**src/rtl/keypad_scan_if.sv**
```systemverilog
// Keypad scanner bundle: keypad row/column lines plus the decoded key report.
// Ports: row (keypad -> scanner), col (scanner -> keypad),
//        key_valid / key_code / key_down (scanner -> game logic).
interface keypad_scan_if;
  logic [3:0] row;        // row lines, pulled up, 0 = pressed
  logic [3:0] col;        // one-hot active-low column drive
  logic       key_valid;  // one-cycle pulse per clean single-key press
  logic [3:0] key_code;   // {row_idx, col_idx} of the last reported key
  logic       key_down;   // stable snapshot has at least one key pressed

  // Scanner side.
  modport master (
    input  row,
    output col,
    output key_valid,
    output key_code,
    output key_down
  );

  // Keypad / consumer side.
  modport slave (
    output row,
    input  col,
    input  key_valid,
    input  key_code,
    input  key_down
  );
endinterface

```
**src/rtl/keypad_scan.sv**
```systemverilog
// 4x4 matrix keypad scanner: column multiplex, frame debounce, single-key report FSM.
// Ports: clk, rst (sync, active-high), kp (keypad_scan_if.master: row in;
//        col, key_valid, key_code, key_down out). No backpressure: key_valid is a pulse.
module keypad_scan #(
  parameter int SCAN_DIV = 100000,  // clk cycles per column slot, >= 4
  parameter int DEBOUNCE = 4        // identical frames before a snapshot is stable, >= 1
) (
  input  logic          clk,
  input  logic          rst,
  keypad_scan_if.master kp
);

  localparam int DIV_W = $clog2(SCAN_DIV);
  localparam int CNT_W = $clog2(DEBOUNCE + 1);
  localparam logic [DIV_W-1:0] DIV_LAST  = DIV_W'(SCAN_DIV - 1);
  localparam logic [CNT_W-1:0] DB_TARGET = CNT_W'(DEBOUNCE);
  localparam logic [CNT_W-1:0] CNT_ONE   = CNT_W'(1);

  typedef enum logic [1:0] {
    IDLE    = 2'd0,
    PRESSED = 2'd1,
    LOCKED  = 2'd2
  } state_t;

  // ---------------------------------------------------------------------------
  // Row synchronizer. Reset to "nothing pressed" so no phantom key appears.
  // ---------------------------------------------------------------------------
  logic [3:0] row_meta;
  logic [3:0] row_sync;

  always_ff @(posedge clk) begin
    if (rst) begin
      row_meta <= 4'hF;
      row_sync <= 4'hF;
    end else begin
      row_meta <= kp.row;
      row_sync <= row_meta;
    end
  end

  // ---------------------------------------------------------------------------
  // Slot divider: tick on the last cycle of each column slot.
  // ---------------------------------------------------------------------------
  logic [DIV_W-1:0] div_cnt;
  logic             tick;

  assign tick = (div_cnt == DIV_LAST);

  always_ff @(posedge clk) begin
    if (rst) begin
      div_cnt <= '0;
    end else if (tick) begin
      div_cnt <= '0;
    end else begin
      div_cnt <= div_cnt + 1'b1;
    end
  end

  // ---------------------------------------------------------------------------
  // Column scan. The column register moves on the tick, so the new column
  // is driven for the whole following slot and rows settle before sampling.
  // ---------------------------------------------------------------------------
  logic [1:0] col_idx;
  logic [1:0] col_idx_nxt;
  logic [3:0] col_reg;
  logic       frame_end;

  assign col_idx_nxt = col_idx + 2'd1;
  assign frame_end   = tick && (col_idx == 2'd3);

  always_ff @(posedge clk) begin
    if (rst) begin
      col_idx <= 2'd0;
      col_reg <= 4'b1110;
    end else if (tick) begin
      col_idx <= col_idx_nxt;
      col_reg <= ~(4'b0001 << col_idx_nxt);
    end
  end

  // ---------------------------------------------------------------------------
  // Raw frame assembly. raw_next already contains the column being sampled
  // this tick, so the frame-end tick sees the complete 16-bit frame.
  // Bit index = row*4 + col.
  // ---------------------------------------------------------------------------
  logic [15:0] raw;
  logic [15:0] raw_next;

  always_comb begin
    raw_next = raw;
    for (int c = 0; c < 4; c++) begin
      if (col_idx == 2'(c)) begin
        for (int r = 0; r < 4; r++) begin
          raw_next[r*4 + c] = ~row_sync[r];
        end
      end
    end
  end

  always_ff @(posedge clk) begin
    if (rst) begin
      raw <= '0;
    end else if (tick) begin
      raw <= raw_next;
    end
  end

  // ---------------------------------------------------------------------------
  // Frame debounce. A frame that differs from the candidate restarts the
  // count at 1; with DEBOUNCE = 1 that alone makes it stable.
  // ---------------------------------------------------------------------------
  logic [15:0]      cand;
  logic [15:0]      cand_next;
  logic [CNT_W-1:0] db_cnt;
  logic [CNT_W-1:0] db_cnt_next;
  logic [15:0]      stable;
  logic [15:0]      stable_next;
  logic             stable_upd;

  always_comb begin
    cand_next   = cand;
    db_cnt_next = db_cnt;
    if (frame_end) begin
      if (raw_next != cand) begin
        cand_next   = raw_next;
        db_cnt_next = CNT_ONE;
      end else if (db_cnt < DB_TARGET) begin
        db_cnt_next = db_cnt + 1'b1;
      end
    end
  end

  assign stable_upd  = frame_end && (db_cnt_next == DB_TARGET);
  assign stable_next = stable_upd ? cand_next : stable;

  always_ff @(posedge clk) begin
    if (rst) begin
      cand   <= '0;
      db_cnt <= '0;
      stable <= '0;
    end else begin
      cand   <= cand_next;
      db_cnt <= db_cnt_next;
      stable <= stable_next;
    end
  end

  // ---------------------------------------------------------------------------
  // Report FSM. Re-evaluating the same stable value on later frames is
  // harmless: PRESSED holds while the snapshot is still exactly its own key,
  // so a held key never pulses twice.
  // ---------------------------------------------------------------------------
  state_t     state;
  state_t     state_nxt;
  logic       key_valid_reg;
  logic       key_valid_nxt;
  logic [3:0] key_code_reg;
  logic [3:0] key_code_nxt;
  logic       key_down_reg;
  logic       key_down_nxt;

  logic       snap_zero;
  logic       snap_one_hot;
  logic       snap_same_key;
  logic [3:0] snap_idx;

  always_comb begin
    snap_idx = 4'd0;
    for (int i = 0; i < 16; i++) begin
      if (stable_next[i]) begin
        snap_idx = 4'(i);
      end
    end
  end

  assign snap_zero     = (stable_next == 16'd0);
  // A power of two has no bits in common with itself minus one.
  assign snap_one_hot  = !snap_zero && ((stable_next & (stable_next - 16'd1)) == 16'd0);
  assign snap_same_key = (stable_next == (16'd1 << key_code_reg));

  always_comb begin
    state_nxt     = state;
    key_valid_nxt = 1'b0;
    key_code_nxt  = key_code_reg;
    key_down_nxt  = key_down_reg;
    if (stable_upd) begin
      key_down_nxt = !snap_zero;
      case (state)
        IDLE: begin
          if (snap_one_hot) begin
            state_nxt     = PRESSED;
            key_valid_nxt = 1'b1;
            key_code_nxt  = snap_idx;
          end else if (!snap_zero) begin
            state_nxt = LOCKED;
          end
        end
        PRESSED: begin
          if (snap_zero) begin
            state_nxt = IDLE;
          end else if (!snap_same_key) begin
            state_nxt = LOCKED;
          end
        end
        LOCKED: begin
          if (snap_zero) begin
            state_nxt = IDLE;
          end
        end
        default: begin
          state_nxt = IDLE;
        end
      endcase
    end
  end

  always_ff @(posedge clk) begin
    if (rst) begin
      state         <= IDLE;
      key_valid_reg <= 1'b0;
      key_code_reg  <= 4'd0;
      key_down_reg  <= 1'b0;
    end else begin
      state         <= state_nxt;
      key_valid_reg <= key_valid_nxt;
      key_code_reg  <= key_code_nxt;
      key_down_reg  <= key_down_nxt;
    end
  end

  assign kp.col       = col_reg;
  assign kp.key_valid = key_valid_reg;
  assign kp.key_code  = key_code_reg;
  assign kp.key_down  = key_down_reg;

endmodule
```
**src/flat_wrapper.sv**
```systemverilog
// flat-port wrapper written by rule: the top's interface ports become plain ports
module keypad_scan_flat 
#(
  parameter int SCAN_DIV = 100000,                                     
  parameter int DEBOUNCE = 4                                                             
)
  (clk, rst, kp_row, kp_col, kp_key_valid, kp_key_code, kp_key_down);
  keypad_scan_if kp_i ();
  input  logic clk;
  input  logic rst;
  input wire logic [$bits(kp_i.row)-1:0] kp_row;
  output wire logic [$bits(kp_i.col)-1:0] kp_col;
  output wire logic [$bits(kp_i.key_valid)-1:0] kp_key_valid;
  output wire logic [$bits(kp_i.key_code)-1:0] kp_key_code;
  output wire logic [$bits(kp_i.key_down)-1:0] kp_key_down;
  assign kp_i.row = kp_row;
  assign kp_col = kp_i.col;
  assign kp_key_valid = kp_i.key_valid;
  assign kp_key_code = kp_i.key_code;
  assign kp_key_down = kp_i.key_down;
  keypad_scan #(.SCAN_DIV(SCAN_DIV), .DEBOUNCE(DEBOUNCE)) u_core (.clk(clk), .rst(rst), .kp(kp_i));
endmodule
```
**config.mk**
```make
export PLATFORM = sky130hd
export DESIGN_NAME = keypad_scan_flat
export DESIGN_NICKNAME = d
export VERILOG_FILES = /design/src/rtl/keypad_scan_if.sv /design/src/rtl/keypad_scan.sv /design/src/flat_wrapper.sv
export SDC_FILE = /design/constraint.sdc
export NUM_CORES = 1
export LEC_CHECK = 0
export ABC_AREA = 1
export CORE_UTILIZATION = 50
export CTS_BUF_LIST = sky130_fd_sc_hd__clkbuf_8
export DETAILED_ROUTE_END_ITERATION = 8
export PLACE_DENSITY = 0.69
export SYNTH_ARGS = -nofsm -noshare
export SYNTH_HDL_FRONTEND = slang
export SYNTH_SLANG_ARGS = --single-unit
```
**constraint.sdc**
```tcl
create_clock -name clk -period 4.3 [get_ports clk]
set_input_delay 0.86 -clock clk [delete_from_list [all_inputs] [get_ports clk]]
set_output_delay 0.86 -clock clk [all_outputs]
set_load 0.01 [all_outputs]
```
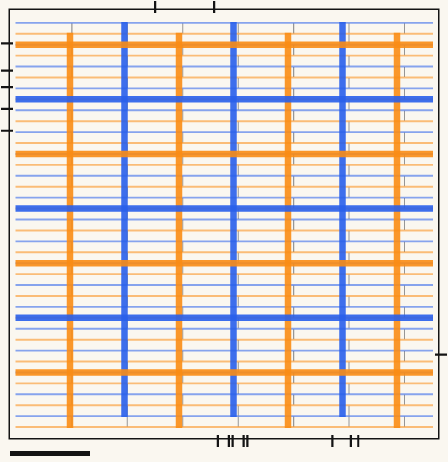
(images/floorplan.png)
Scale bar: 20 um. Pins as bars on the die edge. Tap cells in gray.
- VSS: orange
- VDD: blue
- signal pins: 16
- met4 straps: 7
- tap cells: 136
- met5 straps: 7
- rows: 37
Max VDD drop: 0.1835 mV
Die H: 106.6 um
Die W: 106.6 um

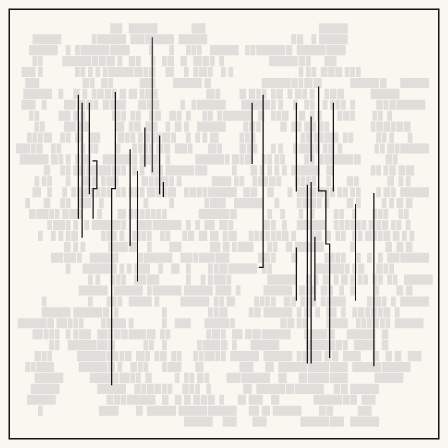
(images/m4.png)
Cells faint in the background.
- share of all routed wire: 4.8%
- longest straight run: 48.8 um
- nets with wire on the layer: 22
via count: 5332
DRT Wirelength: 13.81 mm

==> run notes <==
flow finished, numbers: ys flops=90, Port Buffers=15, root buf cell=clkbuf_8, AND-OR/OR-AND Cells, Area Fraction=0.1089, Buf/Inv on CP=4, Syn-to-layout area delta=8.171%, sequential area share after synthesis=0.3296, Crit path largest cell delay=0.44 ns, io pins=16, Max-Slew Margin vs Limit=0.3982, chip area=11360 sq um, Core ar.=10460 sq um, Storage cell area=1802 sq um, CP most frequent cell=nand2_1, worst hold path class=register to register, Inst Count DP=1003, Inserted Diodes=0, First DRT Iteration DRCs=343, final hold viol count=0, Power per Cell Area=245.6 nW/um^2, Post-Syn Area=5466 sq um, outcome=finished clean, RD Place Congestion=0.9283, Setup crit start=u_core.col_idx[0], antenna violations before repair=0, yosys adder share=0.02289, crit path capture=u_core.kp.key_code[3], drc violations=0, largest register by flop count=u_core.div_cnt, Mux area share=0, actual slew at the worst max-slew pin=0.9017 ns, vias in the first global route=4993, grt ovf=0, yosys stat chip area=5466 sq um, Worst R2R End=u_core.kp.key_code[3], Post-Syn Instances=867, logic area=3128 sq um, Worst Path Arrival=4.24 ns, startpoint of the worst hold path=u_core.row_meta[0], skew final=0.01497 ns, setup TNS=0 ns, R2R cell count=27, r2r setup slk=0.37 ns, hold-fix buffers at CTS=0, largest net degree at the start of global routing=49, Final Core Density=0.5652, share of layout cells above drive strength 1=0.1110, Layout Cells excl Fill=1019, yosys stat cell total=867, crit path launch type=register, Worst Hold End=u_core.row_sync[0], fillers=1055, hold path depth=1, std cell rows=37, required time of the critical path=4.62 ns, yosys warns=0, slowest CP cell=dfxtp_1, post-layout period usage=0.9132, Clock Tree Buf Depth=2, unrepaired setup endpoints after global routing=false, post-layout min period=3.927 ns, first-pass GRT wire length=22.90 mm, worst r2r src=u_core.col_idx[0], Antenna Violating Nets Remaining=0, post-CTS sizing=0, vias per cell=5.233, first drt pass iteration count=6, CP delay by family, top=simple AND/OR/NAND/NOR gates, critical path depth=27, tool warnings=33, CTS H-Tree Depth=3, Distinct lib cells used=41, Worst Setup Path Type=register to register, syn nets=883, Fin Hold WS=0.4178 ns, Final Slew Violations=0, Reg clk slew, reported paths=0.10 ns, yosys xor share=0.02564, and+or+nand+nor area frac=0.4122, TritonCTS clock tree=built, syn avg cell area=6.305 sq um, CP Capture Type=register, estimated wirelength of the detail-placed design=10.30 mm, maxcap violations=0, Late-Pin Clk Latency=0.39 ns, Pleak=2.669 nW, TritonCTS buffer count=9, max reg flops=17, fp_density=0.5225, Top logic family=simple AND/OR/NAND/NOR gates, Fmax achieved=254.7 MHz, Post-CTS Repair Setup Buffers=0, critical path fanouts, max=13, final setup fails=0, Final #Nets=894, # clock sinks=90
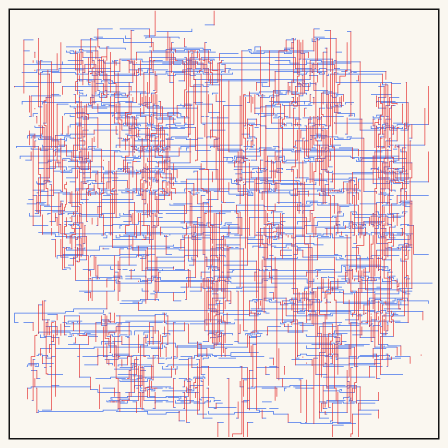
(images/layers.png)
Only two layers are drawn.
- M1: blue (wire length 6040 um)
- M2: red (wire length 6310 um)
DR WL/cell: 13.55 um
GRT Total Usage: 0.2575

-- through the flow --
step                instance area, sq um  power (mW)  setup WS [ns]
floorplan                           5466      0.8898          1.194
global placement                    5713      0.9036         0.3873
detailed placement                  5713      0.9054         0.2714
finish                              5913       1.452         0.3733
global route                        5913       1.513        0.01080
CTS                                 5899       1.466         0.2234
-- cells in the mapped netlist --
| cell | n | area, sq um |
|---|---|---|
| a21oi_1 | 41 | 205.2 |
| ha_1 | 10 | 125.1 |
| nand3_4 | 2 | 35.03 |
| nor3b_1 | 2 | 15.01 |
| o21a_1 | 1 | 7.510 |
| nor4_2 | 1 | 12.51 |
| nand4_1 | 14 | 87.58 |
| nor3_2 | 1 | 10.01 |
| nor3_1 | 5 | 25.02 |
| nor2_1 | 112 | 420.4 |
| o21ai_2 | 7 | 61.31 |
| buf_4 | 3 | 22.52 |
| nand3b_1 | 2 | 15.01 |
| nor4b_1 | 1 | 8.760 |
| nand3_1 | 61 | 305.3 |
| or2_2 | 8 | 50.05 |
| nand2_4 | 2 | 22.52 |
| and3_1 | 1 | 6.260 |
| o21ai_1 | 10 | 50.05 |
| clkbuf_1 | 10 | 37.54 |
| buf_2 | 2 | 10.01 |
| a211oi_1 | 1 | 7.510 |
| nand3_2 | 2 | 20.02 |
| o21bai_1 | 1 | 7.510 |
| nand2_1 | 251 | 942.2 |
| o21ai_0 | 48 | 240.2 |
| buf_1 | 1 | 3.750 |
| xnor2_1 | 7 | 61.31 |
| xor2_1 | 9 | 78.83 |
| or4_1 | 1 | 7.510 |
| inv_1 | 103 | 386.6 |
| nor2_2 | 6 | 37.54 |
| nand4_4 | 1 | 21.27 |
| o21ai_4 | 1 | 16.27 |
| nand2_2 | 21 | 131.4 |
| dfxtp_1 | 90 | 1802 |
| nor2_4 | 6 | 67.56 |
| clkinv_1 | 2 | 7.510 |
| nor4_1 | 2 | 12.51 |
| buf_6 | 2 | 22.52 |
| inv_2 | 16 | 60.06 |
-- layout by cell type, fill, tap and decap left out, types with 3 or more instances in the layout --
cell type	netlist	layout
nor2_2	6	6
xnor2_1	7	7
nand4_1	14	14
o21ai_0	48	47
a21oi_1	41	41
dfxtp_1	90	90
nor2_4	6	6
o21ai_1	10	10
nand2_2	21	21
ha_2	0	4
clkdlybuf4s50_1	0	15
nor3_1	5	5
nand3_1	61	61
inv_2	16	16
nor2_1	112	112
ha_1	10	6
o21ai_2	7	8
clkinvlp_4	0	3
buf_4	3	3
xor2_1	9	9
or2_2	8	8
clkbuf_8	0	9
nand2_1	251	251
inv_1	103	103
-- metal layers --
| metal | GRT usage | wire length (um) | vias to the layer above |
|---|---|---|---|
| met5 | 0 | 0 | - |
| li1 | - | - | 2749 |
| met3 | 0.04476 | 804 | 52 |
| met4 | 0.1585 | 655 | 0 |
| met2 | 0.4203 | 6310 | 178 |
| met1 | 0.3139 | 6036 | 2353 |
-- area by class of cell --
class,instances,area share
repair buffers,18,0.02920
well taps,136,0.02878
inverters,121,0.07681
clock buffers,9,0.02095
flip-flops and latches,90,0.3047
clock inverters,7,0.01058
multi-input cells,638,0.5290
-- power by group --
part           switching, mW  internal (mW)
Clock                  0.345          0.221
Combinational         0.0275         0.0149
Sequential           0.00531          0.839
Power and IR drop assume default switching activity.
